### Cells by drive strength, run 1

The bar under the picture is 20 um long.
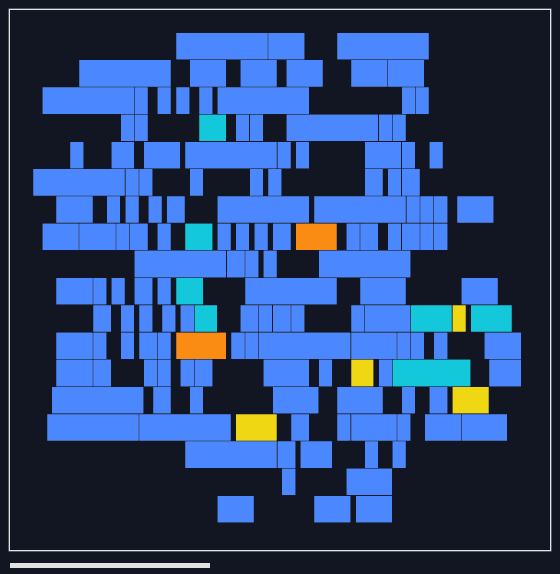
### Routed clock nets over the placement, run 1

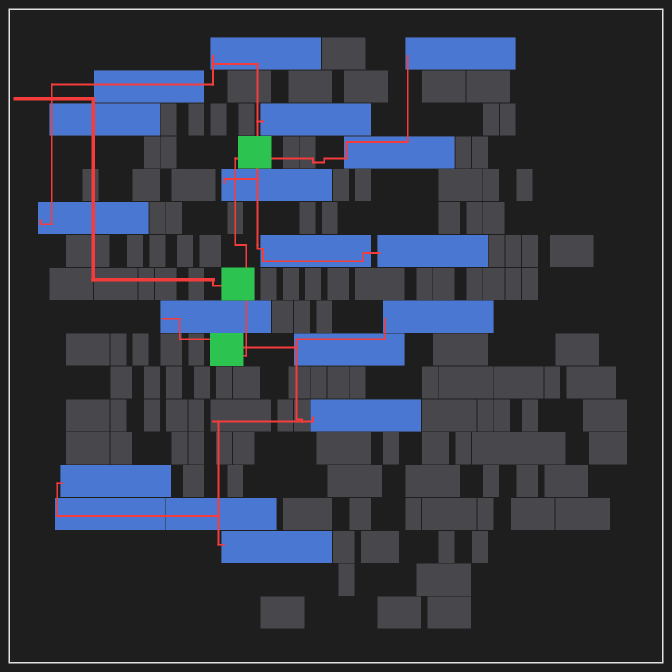
### Ports around the boundary, run 1

Pins as bars across the die edge, other pins in gray.
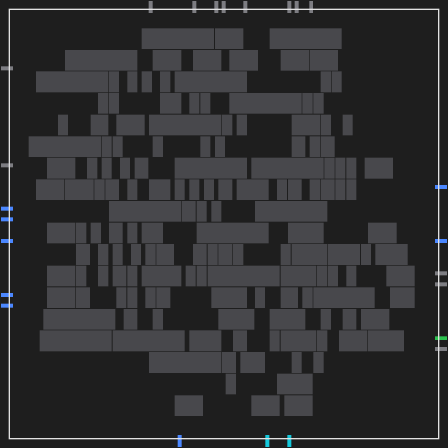
==> config.mk <==
export PLATFORM = sky130hd
export DESIGN_NAME = rv_reg_slice
export DESIGN_NICKNAME = d
export VERILOG_FILES = /design/src/rtl/rv_reg_slice.sv
export SDC_FILE = /design/constraint.sdc
export NUM_CORES = 1
export LEC_CHECK = 0
export ABC_AREA = 1
export CAP_MARGIN = 20
export CORE_MARGIN = 2
export CORE_UTILIZATION = 40
export DETAILED_ROUTE_END_ITERATION = 12
export GPL_TIMING_DRIVEN = 0
export HOLD_SLACK_MARGIN = 0.05
export PLACE_DENSITY = 0.67
export SLEW_MARGIN = 20
export SYNTH_ARGS = -nofsm -noshare
export SYNTH_HDL_FRONTEND = slang
export SYNTH_SLANG_ARGS = --single-unit
==> constraint.sdc <==
create_clock -name clk -period 2.1 [get_ports clk]
set_input_delay 0.42 -clock clk [delete_from_list [all_inputs] [get_ports clk]]
set_output_delay 0.42 -clock clk [all_outputs]
set_load 0.02 [all_outputs]
==> impl_metrics.toml, run 1 <==
# flow metrics
[global_routing]
antenna_found_initial = 0
grt_pass1_vias = 801
grt.total_usage_pct = 15.6
grt_busiest_layer = "met2"
grt_first_pass_wirelength_mm = 3.31
met1_usage_pct = 20.6
use_met3_pct = 1.67
grt_start_max_net_pins = 19
gr-total-overflow = 0

[sta]
fin_crit_sh_pct = 91.8
setup_tns_ps = 0
rsz0062_at_grt = "no"
relSlewSlack_pct = 46.7
tightest_slew_ps = 798
worst_hold_slack_ps = 488
finalSetupViolations = 0
max_freq_mhz = 519
finalHoldViolCount = 0

[synthesis]
synth_flops = 18
ys_sh_aoi_pct = 6.27
top_cell = "nand2_1"
edf_count = 0
syn_area_um2 = 997
yosys-top-cells-count = "53 x nand2_1, 18 x dfrtp_1, 17 x inv_1"
yosys-stat-cells = 126
ys_top_logic_family = "simple AND/OR/NAND/NOR gates"
xor_area_share_pct = 0.878
ys_top_cells_by_area = "dfrtp_1 45%, nand2_1 20%, ha_1 10%"
avgSynthCellArea_um2 = 7.91
async_reset_ff_share_pct = 100
ys_seq_share_pct = 45.2
fa_ha_area_share_pct = 10.0
syn_nets = 146
netlist_instances = 126
ys_warn_count = 0
synth_top_area_share_pct = 45.2
synth.distinct_cells = 15
yosys-stat-area_um2 = 997
ys.flop_type = "dfrtp_1"

[placed_design]
routabilityCongestion = 0.781
place_ws_ps = -11.8
dpl.hpwl_mm = 1.51
place_area_mm2 = 0.00126
dp_cells = 179

[floorplanning]
rows = 18
num_io_pins = 24
core-area_mm2 = 0.00241
chip_area_mm2 = 0.00291

[routing]
totalWireLength_mm = 2.01
drc = 0
dr_total_vias = 866
drtPass1Iterations = 4
antenna_left = 0
wl_per_cell_um = 11.0
via_per_inst = 4.73

[final_layout]
fill_cells = 243
nNetsFinal = 174
stdcell_count = 183
drive_gt1_share_pct = 8.50

[status]
status = "finished, final reports clean"

[clock_network]
clk_pin_slew_ps = 100
holdBufCountCts = 0
cts_tree = "done"
cts_sinks = 18
htree_levels = 1
root_buffer = "clkbuf_4"
clockBufferDepth = 2

[pwr]
peakVddDrop_mv = 0.674
power_density_mw_per_mm2 = 1400
power.leakage_nw = 0.697
power_mw = 1.85

[hold_path]
hold_depth = 2

[worst_setup_path]
arrival_ps = 2130
start_kind = "flip-flop"
r2r_setup_slack_ps = 170
critPathCaptureType = "flip-flop"
crit_required_ps = 2300
cp_max_fo = 11
ff2ff_path_depth = 11

[run]
tool_warnings = 32
cap_violations = 0
Back to the opening pictures, 'Cells by drive strength':
cyan -> drive 3 to 4  # cells 7, share 4.6%
blue -> drive 1 or less  # cells 140, share 92%
yellow -> drive 2  # cells 4, share 2.6%
orange -> drive 6 and up  # cells 2, share 1.3%
P&R area growth vs syn: 32.5%
non-clock buffer count: 24
setup slack after layout: 172 ps
final instance area: 0.00132 mm2

Back to the opening pictures, 'Routed clock nets over the placement':
green -> cells driving clock nets  # count 3
red -> clock wires  # length 201 um
blue -> flip-flops  # count 18
routed clock nets = 4
Power Clock: 0.206 mW
Latency at later pin: 280 ps
clk_skew: 2.82 ps
clock network power share: 11.1%

Back to the opening pictures, 'Ports around the boundary':
blue -> m_data  # pins 8, direction input, edge 5 left, 2 right, 1 bottom
cyan -> occupancy  # pins 2, direction output, edge bottom
green -> m_valid  # pins 1, direction input, edge right
PortBufs: 23
Die Wd: 53.9 um

==> run 1: what timing repair did <==
action | in CTS | in global routing
endpoints found under the setup margin | 1 | 10
pin swaps | 0 | 0
resized | 1 | 5
==> run 1: power breakdown <==
group	internal, mW	switching (mW)	leakage, nW	total, mW
Sequential	0.512	0.0932	0.223	0.606
Clock	0.105	0.101	0.0210	0.206
Combinational	0.436	0.605	0.453	1.04
==> run 1: per-layer routing <==
metal  vias up  wire length (um)
met1       403               927
met3         2                89
met5         -                 0
met4         0                14
li1        441                 -
met2        20               975
==> run 1: worst max-delay path, stage by stage (launching register included) <==
cell      delay (ps)
dfrtp_1          420
inv_1             80
ha_1             240
inv_2            100
nand2_4           80
inv_4            120
ha_1             230
nand2_1          110
o211ai_4         150
buf_6            180
nand2_1           50
o21ai_0           80
==> run 1: final cells by class <==
| class | instances | area [um2] | share of cell area [%] |
|---|---|---|---|
| inverter | 19 | 73.8 | 5.59 |
| buffer | 1 | 11.3 | 0.852 |
| clock buffer | 4 | 36.3 | 2.75 |
| tap | 30 | 37.5 | 2.84 |
| timing repair buffer | 23 | 231 | 17.5 |
| sequential | 18 | 450 | 34.1 |
| multi-input combinational | 88 | 480 | 36.4 |
==> run 1: placed cells by master, fill, tap and decap left out <==
cell type	synthesis	final
clkdlybuf4s50_1	0	21
o211ai_4	0	1
xnor2_1	1	1
nand3_2	0	1
dlymetal6s2s_1	0	1
nand2_1	53	52
clkbuf_8	0	1
mux2_2	1	1
nor2_1	1	1
o21ai_0	9	9
ha_1	8	8
nand3_1	10	9
inv_4	0	1
a21oi_1	1	1
clkbuf_4	0	3
dlygate4sd2_1	0	1
nand2_2	0	1
inv_2	2	1
dfrtp_1	18	18
or2_0	1	1
buf_6	1	1
inv_1	17	17
nand2_4	2	2
### Cell classes on the final placement, run 1

The bar under the picture is 20 um long.
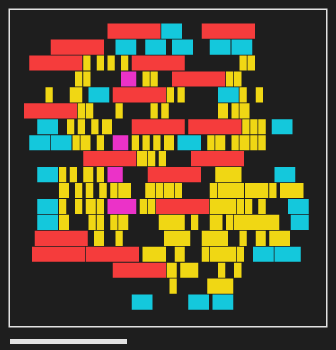

==> run 2, diff against run 1 <==
--- a/config.mk
+++ b/config.mk
@@ -8,11 +8,11 @@
 export ABC_AREA = 1
 export CAP_MARGIN = 20
 export CORE_MARGIN = 2
-export CORE_UTILIZATION = 40
+export CORE_UTILIZATION = 45
 export DETAILED_ROUTE_END_ITERATION = 12
 export GPL_TIMING_DRIVEN = 0
 export HOLD_SLACK_MARGIN = 0.05
-export PLACE_DENSITY = 0.67
+export PLACE_DENSITY = 0.74
 export SLEW_MARGIN = 20
 export SYNTH_ARGS = -nofsm -noshare
 export SYNTH_HDL_FRONTEND = slang
### Cell classes on the final placement, run 2

The bar under the picture is 20 um long.
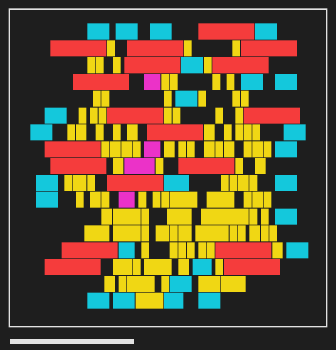
red -> flip-flops  # cells 18, share of their area 35%
yellow -> all other logic  # cells 107, share of their area 43%
cyan -> other buffers and delay cells  # cells 25, share of their area 19%
magenta -> clock drivers and dummy loads  # cells 4, share of their area 2.8%
row count: 17
fin util: 61.7%

### Cells by drive strength, run 2

The bar under the picture is 20 um long.
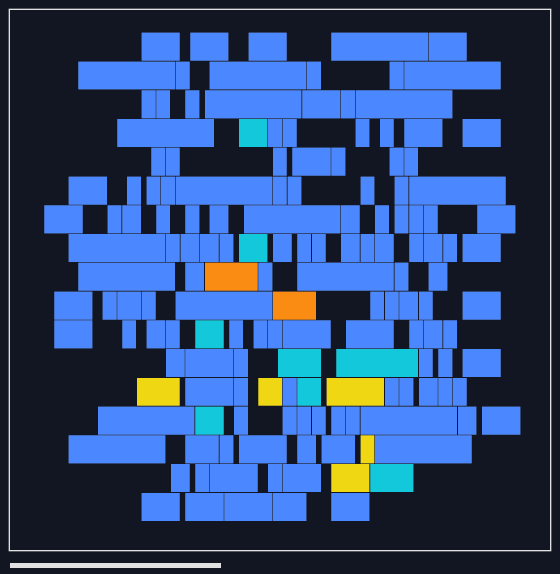
orange -> drive 6 and up  # cells 2, share 1.3%
cyan -> drive 3 to 4  # cells 8, share 5.2%
blue -> drive 1 or less  # cells 139, share 90%
yellow -> drive 2  # cells 5, share 3.2%
setup slack after layout: 205 ps
final instance area: 0.00133 mm2
non-clock buffer count: 25
P&R area growth vs syn: 32.9%

==> run 2 against run 1 <==
Sequential share of layout area is 0.096 points lower. Combinational power hardly changed. Area after synthesis did not move. Routed wire length increased by 1.1%. Global-route usage grew 2.2 points. Register-to-register slack improved by 30 ps. Clock skew decreased by 1.8 ps. Synthesized cell count is the same. Maximum frequency up 1.8%. Total power grew 1.1%. First-iteration DRC count grew 25%. Sequential power decreased by 0.7%. Highest routed layer unchanged.
==> impl_metrics.toml, run 2 <==
# flow metrics
[clock_network]
htree_levels = 1
clockBufferDepth = 2
cts_tree = "done"
root_buffer = "clkbuf_4"
holdBufCountCts = 0
cts_sinks = 18

[floorplanning]
chip_area_mm2 = 0.00261
dieWidth_um = 51.1
core-area_mm2 = 0.00215
fp_util_pct = 46.4
num_io_pins = 24

[run]
cap_violations = 0
tool_warnings = 32

[synthesis]
syn_nets = 146
yosys-top-cells-count = "53 x nand2_1, 18 x dfrtp_1, 17 x inv_1"
syn_area_um2 = 997
ys_warn_count = 0
async_reset_ff_share_pct = 100
synth.distinct_cells = 15
yosys-stat-area_um2 = 997
netlist_instances = 126
ys_seq_share_pct = 45.2
yosys-stat-cells = 126
ys.flop_type = "dfrtp_1"
synth_top_area_share_pct = 45.2
synth_flops = 18
avgSynthCellArea_um2 = 7.91
edf_count = 0

[worst_setup_path]
slowest_stage = "dfrtp_1"
crit_required_ps = 2280
cp_max_fo = 11
crit_chain = "inv_1 > ha_1 > inv_2 > nand2_4 > inv_4 > ha_2 > nand2_1 > o211ai_4 > buf_6 > o21ai_0"
cp.depth = 10
critPathCaptureType = "flip-flop"
max_stage_delay_ps = 410
ff2ff_path_depth = 10
start_kind = "flip-flop"
crit_buf_inv = 4
arrival_ps = 2070
r2r_setup_slack_ps = 210

[placed_design]
dp_cells = 177
dpl.hpwl_mm = 1.46
portBuffers = 23
place_area_mm2 = 0.00126
routabilityCongestion = 0.742

[routing]
dr_total_vias = 868
drc = 0
via_per_inst = 4.77
drtPass1Iterations = 4
totalWireLength_mm = 2.03
wl_per_cell_um = 11.2
antenna_left = 0

[sta]
finalHoldViolCount = 0
finalSetupViolations = 0
fin_crit_sh_pct = 90.2
rsz0062_at_grt = "no"
max_freq_mhz = 528
tightest_slew_ps = 814
relSlewSlack_pct = 45.6

[hold_path]
hold_depth = 2

[final_layout]
drive_gt1_share_pct = 9.74
stdcell_count = 182
lay_top_cells = "52 x nand2_1, 21 x clkdlybuf4s50_1, 18 x dfrtp_1, 17 x inv_1"
nNetsFinal = 175

[pwr]
power.leakage_nw = 0.696
peakVddDrop_mv = 0.754
power_density_mw_per_mm2 = 1410

[global_routing]
grt_first_pass_wirelength_mm = 3.48
gr-total-overflow = 0
grt.total_usage_pct = 17.8
antenna_found_initial = 0

[status]
status = "finished, final reports clean"
### Routed clock nets over the placement, run 2

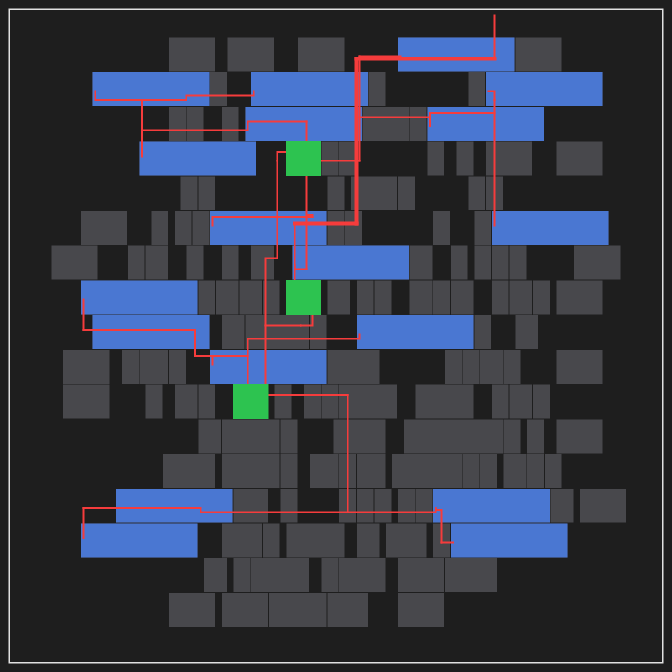
blue -> flip-flops  # count 18
green -> cells driving clock nets  # count 3
red -> clock wires  # length 242 um
routed clock nets = 4
clock network power share: 11.5%
clk_skew: 1.05 ps
Power Clock: 0.216 mW
Latency at later pin: 290 ps

-- run 2: area by class of cell --
type | instances | area [um2]
fillers | 194 | 823
multi-input cells | 88 | 483
flip-flops and latches | 18 | 450
repair buffers | 24 | 235
inverters | 19 | 73.8
clock buffers | 4 | 36.3
well taps | 28 | 35.0
plain buffers | 1 | 11.3
-- run 2: power breakdown --
group / switching, mW / internal [mW] / leakage [nW]
sequential: 0.0901 / 0.512 / 0.223
combinational: 0.610 / 0.444 / 0.452
clock: 0.110 / 0.106 / 0.0210
total: 0.811 / 1.06 / 0.696
-- run 2: what timing repair did --
| item | CTS | global route |
|---|---|---|
| pin swaps | 0 | 0 |
| gates resized | 2 | 5 |
| setup endpoints to repair | 2 | 16 |
| buffers inserted | 0 | 1 |
-- run 2: logic make-up after synthesis --
kind of cell	count (synthesis)	synth area share [%]
mux	1	1.13
buf+inv	20	8.28
flops	18	45.2
simple gates	67	28.2
fa+ha+maj	8	10.0
compound gates	11	6.27
xor+xnor	1	0.878
-- run 2: per-stage QoR --
stage / setup TNS [ps] / total power, mW / hold slack (ps) / setup WS (ps)
after floorplan: 0 / 1.26 / 124 / 210
after global placement: 0 / 1.61 / 466 / 28.5
after detailed placement: -68.9 / 1.64 / 468 / -30.6
after CTS: 0 / 1.85 / 495 / 72.4
after global routing: 0 / 2.04 / 526 / 59.3
final: 0 / 1.87 / 496 / 205
-- run 2: routing by layer --
layer  global-route usage (%)  share of wire (%)  vias to the layer above
li1                         -                  -                      441
met1                     25.1                 50                      408
met2                     27.7                 46                       17
met3                     2.63                3.3                        2
met4                     6.76               0.59                        0
met5                        0                  0                        -
Power and IR drop assume default switching activity.
